File: src/rtl/gray_seq_pkg.sv
// Shared types and the binary-to-Gray helper for the Gray sequencer.
package gray_seq_pkg;

  typedef enum logic [1:0] {
    IDLE,
    RUN,
    DONE
  } state_e;

  typedef enum logic [1:0] {
    CMD_START,
    CMD_STOP,
    CMD_STEP,
    CMD_LOAD
  } cmd_op_e;

  localparam int GRAY_MAX_W = 32;

  // Callers zero-extend into GRAY_MAX_W and cast the result back to their width.
  function automatic logic [GRAY_MAX_W-1:0] bin2gray(input logic [GRAY_MAX_W-1:0] b);
    return b ^ (b >> 1);
  endfunction

endpackage

File: src/rtl/gray_seq_ctrl.sv
// Command-driven binary counter with Gray output; commands take effect at the accept edge,
// wrap/cmd_err are registered pulses, cmd_ready is high in every state once out of reset.
module gray_seq_ctrl
  import gray_seq_pkg::*;
#(
  parameter int               WIDTH     = 3,
  parameter logic [WIDTH-1:0] RST_LIMIT = {WIDTH{1'b1}}
) (
  input  logic             clk,
  input  logic             rst_n,
  input  logic             cmd_valid,
  output logic             cmd_ready,
  input  logic [1:0]       cmd_op,
  input  logic [WIDTH-1:0] cmd_arg,
  input  logic             cmd_oneshot,
  output logic [WIDTH-1:0] bin_o,
  output logic [WIDTH-1:0] gray_o,
  output logic             busy,
  output logic             done,
  output logic             wrap,
  output logic             cmd_err
);

  state_e           state_q, state_d;
  logic [WIDTH-1:0] bin_q, bin_d;
  logic [WIDTH-1:0] limit_q, limit_d;
  logic             oneshot_q, oneshot_d;
  logic             wrap_q, wrap_d;
  logic             err_q, err_d;
  logic             ready_q;

  logic             accept;
  cmd_op_e          op;
  logic             at_limit;
  logic [WIDTH-1:0] step_bin;

  assign accept   = cmd_valid & ready_q;
  assign op       = cmd_op_e'(cmd_op);
  // Wrap is relative to the programmed limit, so natural overflow past all-ones is silent.
  assign at_limit = (bin_q == limit_q);
  assign step_bin = at_limit ? '0 : bin_q + WIDTH'(1);

  always_comb begin
    state_d   = state_q;
    bin_d     = bin_q;
    limit_d   = limit_q;
    oneshot_d = oneshot_q;
    wrap_d    = 1'b0;
    err_d     = 1'b0;

    case (state_q)
      RUN: begin
        if (accept && op == CMD_STOP) begin
          state_d = IDLE;
        end else begin
          err_d = accept;
          if (oneshot_q && at_limit) begin
            state_d = DONE;
          end else begin
            bin_d  = step_bin;
            wrap_d = at_limit;
          end
        end
      end
      default: begin
        // IDLE and DONE share command handling; DONE only differs in holding until a command.
        if (accept) begin
          state_d = IDLE;
          case (op)
            CMD_START: begin
              limit_d   = cmd_arg;
              oneshot_d = cmd_oneshot;
              state_d   = RUN;
            end
            CMD_STEP: begin
              bin_d  = step_bin;
              wrap_d = at_limit;
            end
            CMD_LOAD: bin_d = cmd_arg;
            CMD_STOP: ;
            default:  ;
          endcase
        end
      end
    endcase
  end

  always_ff @(posedge clk) begin
    if (!rst_n) begin
      state_q   <= IDLE;
      bin_q     <= '0;
      limit_q   <= RST_LIMIT;
      oneshot_q <= 1'b0;
      wrap_q    <= 1'b0;
      err_q     <= 1'b0;
      ready_q   <= 1'b0;
    end else begin
      state_q   <= state_d;
      bin_q     <= bin_d;
      limit_q   <= limit_d;
      oneshot_q <= oneshot_d;
      wrap_q    <= wrap_d;
      err_q     <= err_d;
      ready_q   <= 1'b1;
    end
  end

  assign cmd_ready = ready_q;
  assign bin_o     = bin_q;
  assign gray_o    = WIDTH'(bin2gray(GRAY_MAX_W'(bin_q)));
  assign busy      = (state_q == RUN);
  assign done      = (state_q == DONE);
  assign wrap      = wrap_q;
  assign cmd_err   = err_q;

endmodule
File: config.mk
export PLATFORM = sky130hd
export DESIGN_NAME = gray_seq_ctrl
export DESIGN_NICKNAME = d
export VERILOG_FILES = /design/src/rtl/gray_seq_pkg.sv /design/src/rtl/gray_seq_ctrl.sv
export SDC_FILE = /design/constraint.sdc
export NUM_CORES = 1
export LEC_CHECK = 0
export CORE_ASPECT_RATIO = 1.2
export CORE_MARGIN = 10
export CORE_UTILIZATION = 40
export CTS_BUF_LIST = sky130_fd_sc_hd__clkbuf_8
export DETAILED_ROUTE_END_ITERATION = 8
export PLACE_DENSITY = 0.7
export SYNTH_ARGS = -nofsm -noshare
export SYNTH_HDL_FRONTEND = slang
export SYNTH_SLANG_ARGS = --single-unit
File: constraint.sdc
create_clock -name clk -period 1.9 [get_ports clk]
set_input_delay 0.285 -clock clk [delete_from_list [all_inputs] [get_ports clk]]
set_output_delay 0.285 -clock clk [all_outputs]
set_load 0.01 [all_outputs]
**Run 1: supply network**

Pins as bars on the die edge.
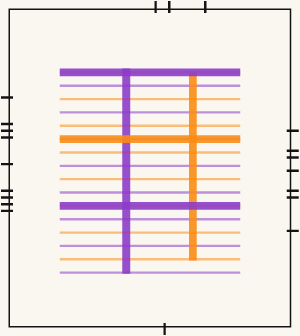
legend:
  orange:
    net: VDD
  purple:
    net: VSS
met1 rails: 16
met4 straps: 2
rows: 15
met5 straps: 3
Horiz. Die Dim: 57.0 um
die height: 64.4 um
core area: 1500 um^2
peak supply drop: 0.412 mV

**Run 1: cell classes on the final placement**

Scale bar: 20 um.
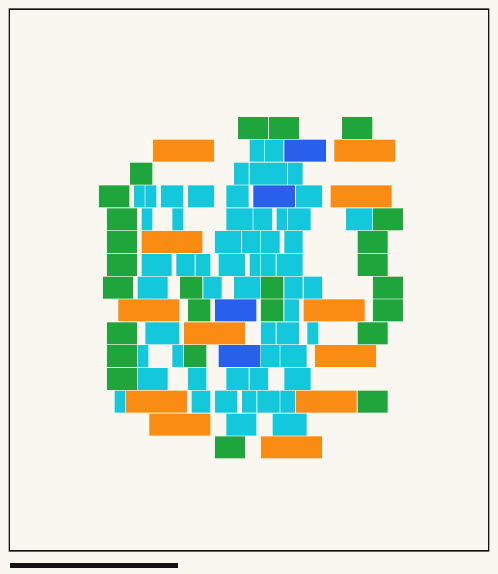
legend:
  blue:
    class: clock drivers and dummy loads
    cells: 4
  orange:
    class: flip-flops
    cells: 12
  cyan:
    class: all other logic
    cells: 56
  green:
    class: other buffers and delay cells
    cells: 25
cell area after layout: 931 um^2
Seq/total area: 0.258
fin util: 0.620

**Run 1: clock network drawn from the DEF**

Scale bar: 20 um.
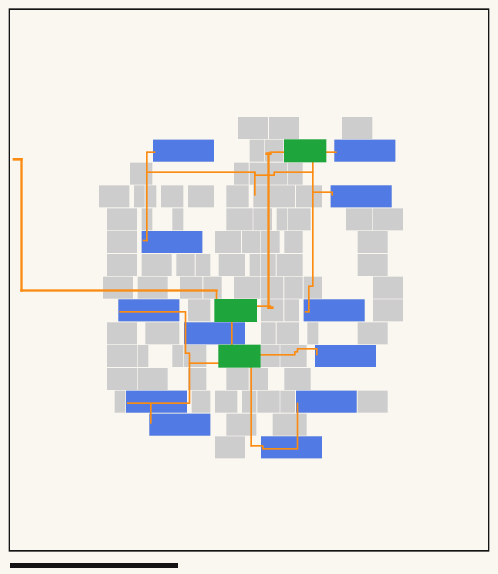
legend:
  blue:
    item: flip-flops
    count: 12
  orange:
    item: clock wires
    length: 204 um
  green:
    item: cells driving clock nets
    count: 3
routed clock nets: 4
clk_skew: 0.00147 ns
Clock Power Share: 0.425
Power Clock: 285 uW

==> run 1: cells by family (layout without fill, tap and decap cells) <==
kind of cell	Yosys count	after routing
adders and majority gates	1	1
and+or+nand+nor	24	24
buffers and inverters	9	33
xor gates and xnor gates	4	4
muxes	3	3
DFF	12	12
AOI/OAI and AO/OA	20	20
==> run 1: power breakdown <==
part           internal, uW  switching (uW)
logic                  64.9            50.6
clock network           183             101
registers               260            10.0
==> run 1: worst reg2reg max path: stages, from the launching register on <==
cell,delay (ns)
dfxtp_1,0.41
nand2b_1,0.17
inv_2,0.04
or4_4,0.52
mux2i_1,0.18
nand2_1,0.07
==> flow_metrics.tcl, run 1 <==
# metrics dict for downstream scripts
set metrics [dict create \
    grt_pass1_vias 658 \
    via_per_inst 5.78 \
    postLayoutSetupSlackWorst_ns 0.163 \
    setup_violations 0 \
    ys_sh_adder 0.0190 \
    clkTransAtPathRegs_ns 0.05 \
    timing.hold.ws_ns 0.507 \
    htreeDepth 1 \
    fmax_ghz 0.576 \
    yosys-top-cells-count "dfxtp_1 (12), nand2_1 (5), and3_1 (4)" \
    async_flop_share 0 \
    clock_buffers 4 \
    cp_data_required_time_ns 1.62 \
    routed-wl-met3_um 164 \
    critPathTopFamily "buffers and inverters" \
    critPathSlowestCell "clkdlybuf4s50_1" \
    synth_area_per_cell_um2 9.00 \
    worstPathMaxFanout 5 \
    warnings 26 \
    inverters 4 \
    clk_latency_ns 0.24 \
    n_antenna_cell 0 \
    num-nonclk-buffers 25 \
    reg2reg_slack_ns 0.41 \
    holdPathEnd "limit_q[0]$_SDFFE_PN1P_" \
    port_buffers 19 \
    gp_congestion 0.815 \
    cts_hold_buf 0 \
    fp_nets 83 \
    outcome "complete, no violations" \
    final_net_count 108 \
    grt_util_met1 0.107 \
    power.density_nw_per_um2 720 \
    wl_per_cell_um 15.1 \
    drt_iter0_markers 22 \
]
**Run 1: metal layers overlaid**

Only two layers are drawn.
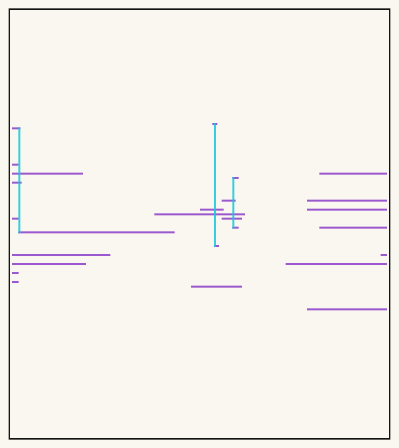

==> run 2, diff against run 1 <==
CORE_ASPECT_RATIO = default   (was 1.2)
**Run 2: metal layers overlaid**

Only two layers are drawn.
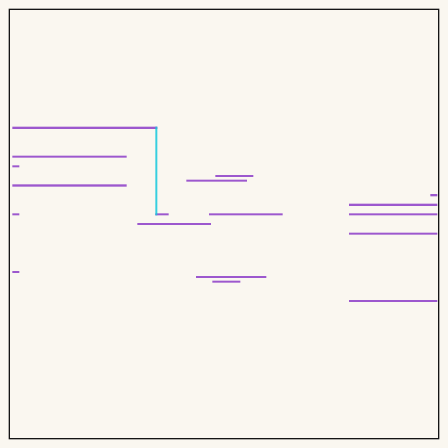
legend:
  purple:
    layer: met3
    wire_length: 152 um
  cyan:
    layer: met4
    wire_length: 12.2 um
detailed-route wire length per cell: 15.5 um
Total GRT Usage: 0.0987

**Run 2: clock nets**

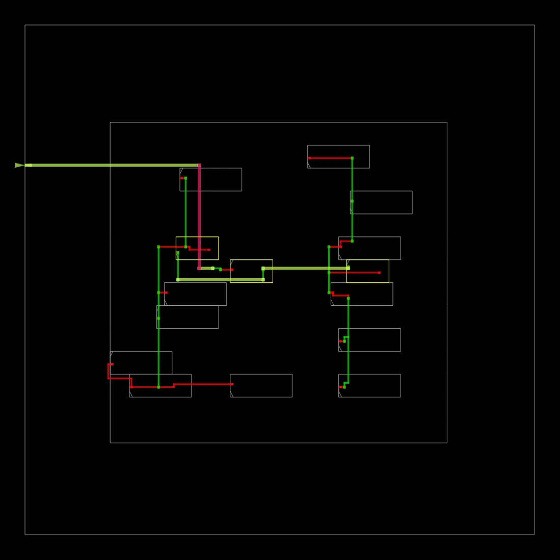
CTS Buf Count: 3
clk_skew: 0.00198 ns
Clock Sinks: 12
Flops: 12

==> flow_metrics.tcl, run 2 <==
# metrics dict for downstream scripts
set metrics [dict create \
    setup_violations 0 \
    top_power_group "sequential cells" \
    seq-power_uw 271 \
    clockPowerShare 0.365 \
    cp_data_required_time_ns 1.62 \
    outcome "complete, no violations" \
    ir_drop_mv 0.388 \
    clock_buffers 3 \
    clk_latency_ns 0.23 \
    holdPathEnd "limit_q[1]$_SDFFE_PN1P_" \
    fmax_ghz 0.581 \
    worstPathMaxFanout 5 \
    critPathSlowestCell "clkdlybuf4s50_1" \
    power.density_nw_per_um2 669 \
    clkTransAtPathRegs_ns 0.05 \
    n_antenna_cell 0 \
    warnings 26 \
    final_net_count 106 \
    async_flop_share 0 \
    via_per_inst 5.80 \
    gp_congestion 0.781 \
    switchingPower_uw 141 \
    reg2reg_slack_ns 0.36 \
    inverters 4 \
    seqPwrFrac 0.450 \
    die_w_um 60.5 \
    critPathTopFamily "buffers and inverters" \
    drt_iter0_markers 20 \
    p_sw_frac 0.234 \
    die_h_um 60.5 \
    cts_hold_buf 0 \
    ys_sh_adder 0.0190 \
    power.share.combinational 0.186 \
    powerClk_uw 220 \
    yosys-top-cells-count "dfxtp_1 (12), nand2_1 (5), and3_1 (4)" \
    timing.hold.ws_ns 0.512 \
    grt_pass1_vias 599 \
]
**Run 2: cell classes on the final placement**

Scale bar: 20 um.
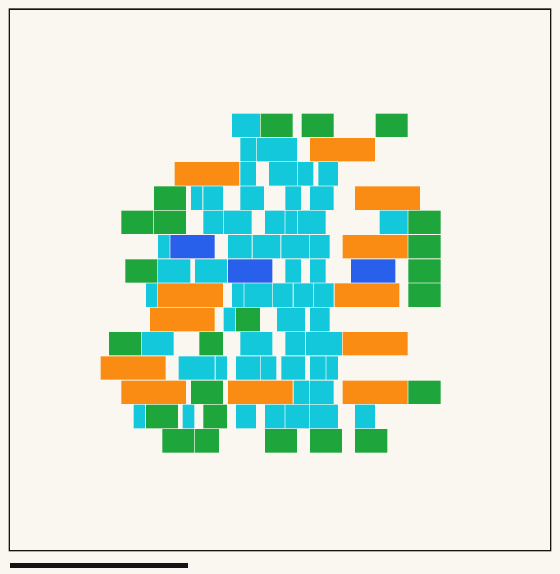
legend:
  blue:
    class: cells driving clock nets
    cells: 3
  orange:
    class: flip-flops
    cells: 12
  green:
    class: other buffers and delay cells
    cells: 23
  cyan:
    class: all other logic
    cells: 56
fin util: 0.591
Seq/total area: 0.267
row cnt: 14
core area: 1520 um^2

## run 2: cell count changes in the layout (fill, tap and decap cells not counted)
cell      before  now
buf_4          6    4
clkbuf_8       4    3
## run 2: worst reg2reg max path, cell delays in order, from the launching register on
cell      delay, ns
dfxtp_1        0.43
nand2b_1       0.18
inv_2          0.04
or4_4          0.53
mux2i_1        0.18
nand2_1        0.06
## run 2: per-layer routing
| layer | share of wire | track usage | routed length, um |
|---|---|---|---|
| met1 | 0.43 | 0.116 | 724 |
| met3 | 0.089 | 0.0543 | 152 |
| met5 | 0 | 0 | 0 |
| met4 | 0.0070 | 0.0188 | 12 |
| met2 | 0.48 | 0.156 | 815 |
==> run 3, diff against run 2 <==
HOLD_SLACK_MARGIN = 0.06   (was default)
**Run 3: clock network drawn from the DEF**

Scale bar: 20 um.
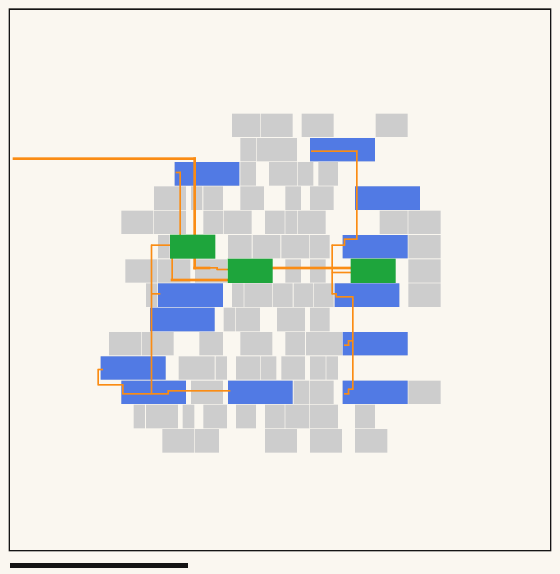
legend:
  blue:
    item: flip-flops
    count: 12
  green:
    item: cells driving clock nets
    count: 3
  orange:
    item: clock wires
    length: 158 um
routed clock nets: 4

**Run 3: cell classes on the final placement**

Scale bar: 20 um.
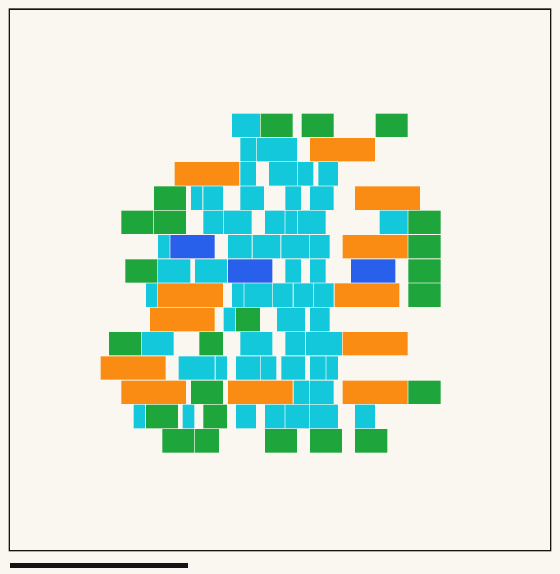
legend:
  orange:
    class: flip-flops
    cells: 12
  blue:
    class: cells driving clock nets
    cells: 3
  cyan:
    class: all other logic
    cells: 56
  green:
    class: other buffers and delay cells
    cells: 23
cell area after layout: 901 um^2

**Run 3: clock nets**

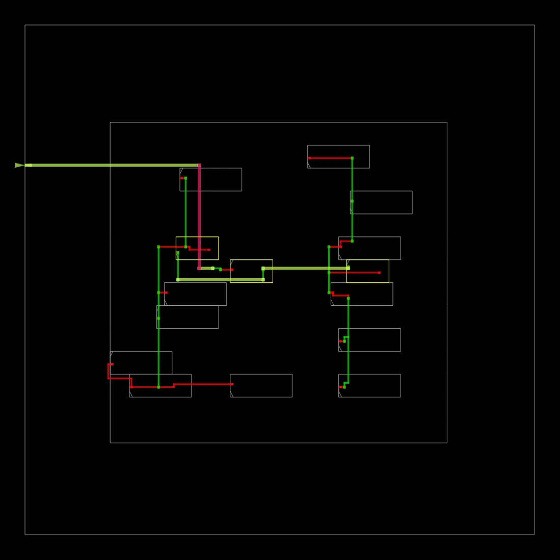
Power Clock: 220 uW
layout clock buffer count: 3
worst skew pair latency: 0.23 ns

==> flow_metrics.tcl, run 3 <==
# metrics dict for downstream scripts
set metrics [dict create \
    cts_hold_buf 0 \
    cts_made_buffers 3 \
    utilization 0.591 \
    htreeDepth 1 \
    seq_share 0.267 \
    cp_data_required_time_ns 1.62 \
    skew_ns 0.00198 \
    die_w_um 60.5 \
    std_cell_rows 14 \
    clkTransAtPathRegs_ns 0.05 \
    port_buffers 19 \
    worstPathMaxFanout 5 \
    n_sequential_cell 12 \
    ir_drop_mv 0.388 \
    fp_nets 83 \
    inverters 4 \
    fp.coreArea_um2 1520 \
    holdPathEnd "limit_q[1]$_SDFFE_PN1P_" \
    final_net_count 106 \
    fmax_ghz 0.581 \
    track_usage 0.0987 \
    setup_violations 0 \
    timing.hold.ws_ns 0.512 \
    die_h_um 60.5 \
    wl_per_cell_um 15.5 \
    yosys-top-cells-count "dfxtp_1 (12), nand2_1 (5), and3_1 (4)" \
    synth_area_per_cell_um2 9.00 \
    num-nonclk-buffers 23 \
    outcome "complete, no violations" \
    critPathSlowestCell "clkdlybuf4s50_1" \
    async_flop_share 0 \
    cts_sinks 12 \
    critPathTopFamily "buffers and inverters" \
    n_antenna_cell 0 \
]
run 3: cell counts after synthesis:
Identical to the previous run, type by type.
run 3: kinds of logic (layout without fill, tap and decap cells):
kind of cell | count (synthesis) | after routing | synth area share
xor+xnor | 4 | 4 | 0.0533
compound gates | 20 | 20 | 0.217
buf+inv | 9 | 30 | 0.0800
mux | 3 | 3 | 0.0457
simple gates | 24 | 24 | 0.219
flops | 12 | 12 | 0.366
fa+ha+maj | 1 | 1 | 0.0190
run 3: power by group:
group	switching [uW]	internal [uW]	total [uW]
sequential	10.7	260	271
clock	81.1	139	220
combinational	49.5	62.4	112
total	141	461	603
run 3: routing by layer:
layer,vias to the layer above,part of all wire,GRT usage
met1,299,0.43,0.116
met2,23,0.48,0.156
met5,-,0,0
met3,2,0.089,0.0543
li1,314,-,-
met4,0,0.0070,0.0188
No activity file was given, so power comes from the tool's default toggle rates.
